$ cat src/rtl/bram_arbiter.sv
// Two-controller Wishbone B4 pipelined arbiter in front of a single bram peripheral.
// Define BRAM_ARBITER_ROUND_ROBIN_EN for round-robin tie-breaking; the default is fixed priority to controller 0.
module bram_arbiter #(
    parameter int DATA_WIDTH = 8,
    parameter int ADDR_WIDTH = 10
) (
    input  logic                  wb_clock_i,
    input  logic                  wb_reset_i,

    input  logic [ADDR_WIDTH-1:0] c0_addr_i,
    input  logic [DATA_WIDTH-1:0] c0_data_i,
    output logic [DATA_WIDTH-1:0] c0_data_o,
    input  logic                  c0_we_i,
    input  logic                  c0_cycle_i,
    input  logic                  c0_strobe_i,
    output logic                  c0_stall_o,
    output logic                  c0_ack_o,

    input  logic [ADDR_WIDTH-1:0] c1_addr_i,
    input  logic [DATA_WIDTH-1:0] c1_data_i,
    output logic [DATA_WIDTH-1:0] c1_data_o,
    input  logic                  c1_we_i,
    input  logic                  c1_cycle_i,
    input  logic                  c1_strobe_i,
    output logic                  c1_stall_o,
    output logic                  c1_ack_o,

    output logic [ADDR_WIDTH-1:0] p_addr_o,
    output logic [DATA_WIDTH-1:0] p_data_o,
    input  logic [DATA_WIDTH-1:0] p_data_i,
    output logic                  p_we_o,
    output logic                  p_cycle_o,
    output logic                  p_strobe_o,
    input  logic                  p_stall_i,
    input  logic                  p_ack_i
);

    typedef enum logic [1:0] {
        IDLE   = 2'd0,
        GRANT0 = 2'd1,
        GRANT1 = 2'd2,
        DRAIN  = 2'd3
    } state_t;

    state_t state;
    state_t state_next;

`ifdef BRAM_ARBITER_ROUND_ROBIN_EN
    logic last_served;
    logic last_served_next;

    always_ff @(posedge wb_clock_i or posedge wb_reset_i) begin
        if (wb_reset_i) begin
            last_served <= 1'b1;
        end else begin
            last_served <= last_served_next;
        end
    end
`endif

    always_ff @(posedge wb_clock_i or posedge wb_reset_i) begin
        if (wb_reset_i) begin
            state <= IDLE;
        end else begin
            state <= state_next;
        end
    end

    // DRAIN gives the peripheral one cycle to return the ack of a final strobe before a new grant.
    always_comb begin
        state_next = state;
`ifdef BRAM_ARBITER_ROUND_ROBIN_EN
        last_served_next = last_served;
`endif
        case (state)
            IDLE: begin
                if (c0_cycle_i && c1_cycle_i) begin
`ifdef BRAM_ARBITER_ROUND_ROBIN_EN
                    state_next = last_served ? GRANT0 : GRANT1;
`else
                    state_next = GRANT0;
`endif
                end else if (c0_cycle_i) begin
                    state_next = GRANT0;
                end else if (c1_cycle_i) begin
                    state_next = GRANT1;
                end
            end
            GRANT0: begin
                if (!c0_cycle_i) begin
                    state_next = DRAIN;
`ifdef BRAM_ARBITER_ROUND_ROBIN_EN
                    last_served_next = 1'b0;
`endif
                end
            end
            GRANT1: begin
                if (!c1_cycle_i) begin
                    state_next = DRAIN;
`ifdef BRAM_ARBITER_ROUND_ROBIN_EN
                    last_served_next = 1'b1;
`endif
                end
            end
            DRAIN: begin
                state_next = IDLE;
            end
            default: begin
                state_next = IDLE;
            end
        endcase
    end

    // Ack and stall are pure pass-through so the peripheral latency is not lengthened.
    always_comb begin
        p_addr_o   = c0_addr_i;
        p_data_o   = c0_data_i;
        p_we_o     = 1'b0;
        p_cycle_o  = 1'b0;
        p_strobe_o = 1'b0;
        c0_stall_o = 1'b1;
        c1_stall_o = 1'b1;
        c0_ack_o   = 1'b0;
        c1_ack_o   = 1'b0;
        case (state)
            GRANT0: begin
                p_addr_o   = c0_addr_i;
                p_data_o   = c0_data_i;
                p_we_o     = c0_we_i;
                p_cycle_o  = c0_cycle_i;
                p_strobe_o = c0_strobe_i;
                c0_stall_o = p_stall_i;
                c0_ack_o   = p_ack_i;
            end
            GRANT1: begin
                p_addr_o   = c1_addr_i;
                p_data_o   = c1_data_i;
                p_we_o     = c1_we_i;
                p_cycle_o  = c1_cycle_i;
                p_strobe_o = c1_strobe_i;
                c1_stall_o = p_stall_i;
                c1_ack_o   = p_ack_i;
            end
            default: begin
            end
        endcase
    end

    assign c0_data_o = p_data_i;
    assign c1_data_o = p_data_i;

endmodule

$ cat config.mk
export PLATFORM = sky130hd
export DESIGN_NAME = bram_arbiter
export DESIGN_NICKNAME = d
export VERILOG_FILES = /design/src/rtl/bram_arbiter.sv
export SDC_FILE = /design/constraint.sdc
export NUM_CORES = 1
export LEC_CHECK = 0
export CORE_MARGIN = 5
export CORE_UTILIZATION = 24
export CTS_CLUSTER_SIZE = 24
export DETAILED_ROUTE_END_ITERATION = 8
export PLACE_DENSITY = 0.85
export SLEW_MARGIN = 20
export SYNTH_ARGS = -nofsm -noshare
export SYNTH_HDL_FRONTEND = slang
export SYNTH_SLANG_ARGS = --single-unit
export TNS_END_PERCENT = 5
$ cat constraint.sdc
create_clock -name wb_clock_i -period 3.7 [get_ports wb_clock_i]
set_input_delay 0.37 -clock wb_clock_i [delete_from_list [all_inputs] [get_ports wb_clock_i]]
set_output_delay 0.37 -clock wb_clock_i [all_outputs]
set_load 0.02 [all_outputs]
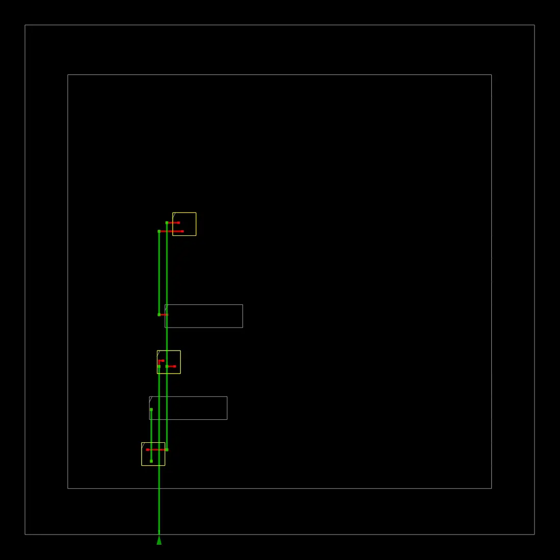
(the clock network)
flop count: 2
clk pwr: 48.5 uW
CLK BUF: 3
clock skew: 0.00452 ns
TritonCTS Buffers: 3

==> Changelog: implementation <==
## Implementation

- Placed insts: ~150
- Leakage: approximately 0.00051 uW
- Yosys reg bits: 2
- Antenna cells: 0
- Remaining DRCs: 0
- FP Util: 0.247
- MUX share of area: 0.390
- CTS Hold Buffers Added: 0
- Die x size: 60.3 um
- Vias in the first global route: 742
- Xor+xnor area frac: 0
- Power Total: between 700 and 800 uW
- Max Cap Violations: 0
- Late-Pin Clk Latency: 0.23 ns
- Worst vdd ir: 278 uV
- Final Core Density: 0.498
- Final instance area: between 0.001 and 0.0015 mm^2
- Num rows: 18
- Pre-antenna DRT Iters: 4
- Post-Layout Cell Count: 149
- Top cell excl fill/tap: clkdlybuf4s50_1
- Share of cells above drive strength 1: 0.193
- Status: complete, no violations
- Largest Register: state
- First-pass GRT wire length: 3230 um
- Log Warnings: 29
- CP Capture Type: output port
- Max clock buf depth: 2
- Internal power: 432 uW
- All-Layer GR Usage: 0.124
- 1st-iter DRT viols: 14
- Vias per Instance: about 4.3
- Fin crit period: about 2.5 ns
- Largest register FFs: 2
- Endpoints failing setup: 0
- CP max FO: 20
- Port Buffers: 70
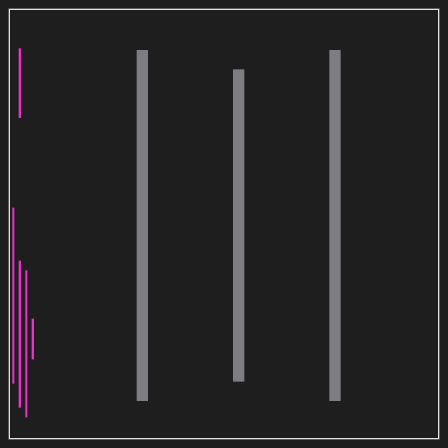
(met4 routing)
Supply wires on this layer in grey.
main direction: vertical
longest straight run: 24.5 um
nets with wire on the layer: 5
total number of vias: 642
DRT Wirelength: 2310 um

cell families (layout without fill, tap and decap cells):
kind of cell | Yosys count | after routing
buffers and inverters | 23 | 79
flip-flops | 2 | 2
multiplexers | 18 | 18
adder cells (fa/ha/maj) | 4 | 4
AND/OR/NAND/NOR | 8 | 8
AND-OR/OR-AND | 8 | 8
cells in the mapped netlist:
cell type	number
nor2_1	3
a22oi_1	3
buf_12	1
inv_1	5
and2_1	2
nand2b_1	1
a22o_1	1
mux2_4	9
ha_1	4
mux2_2	9
o21ai_1	1
nand2_1	1
buf_6	1
a22oi_2	1
or2b_1	1
buf_4	16
o21ai_0	2
dfrtp_1	2
worst paths after layout:
check                                startpoint                    to  slack, ns  cells after the start
max                        state[0]$_DFFE_PP0P_           p_addr_o[5]       1.25                      5
min                                  wb_reset_i  state[0]$_DFFE_PP0P_       0.30                      2
max reg2reg                state[0]$_DFFE_PP0P_  state[0]$_DFFE_PP0P_       2.06                      6
min reg2reg                state[0]$_DFFE_PP0P_  state[0]$_DFFE_PP0P_       0.55                      1
max in group asynchronous            wb_reset_i  state[1]$_DFFE_PP0P_       3.28                      2
min in group wb_clock_i    state[0]$_DFFE_PP0P_  state[0]$_DFFE_PP0P_       0.55                      1
routing by layer:
layer  wire length (um)  vias up  share of wire  global-route usage
met2               1240       47           0.54               0.235
met1                673      272           0.29               0.106
met5                  0        -              0                   0
li1                   -      310              -                   -
met4                 80        0          0.035              0.0981
met3                318       13           0.14              0.0367
area by class of cell:
| cell class | instances | area (um^2) |
|---|---|---|
| multi-input cells | 38 | 387 |
| clock buffers | 3 | 22.5 |
| well taps | 30 | 37.5 |
| flip-flops and latches | 2 | 50.0 |
| repair buffers | 71 | 708 |
| inverters | 5 | 18.8 |
| fillers | 230 | 1230 |
No activity file was given, so power comes from the tool's default toggle rates.
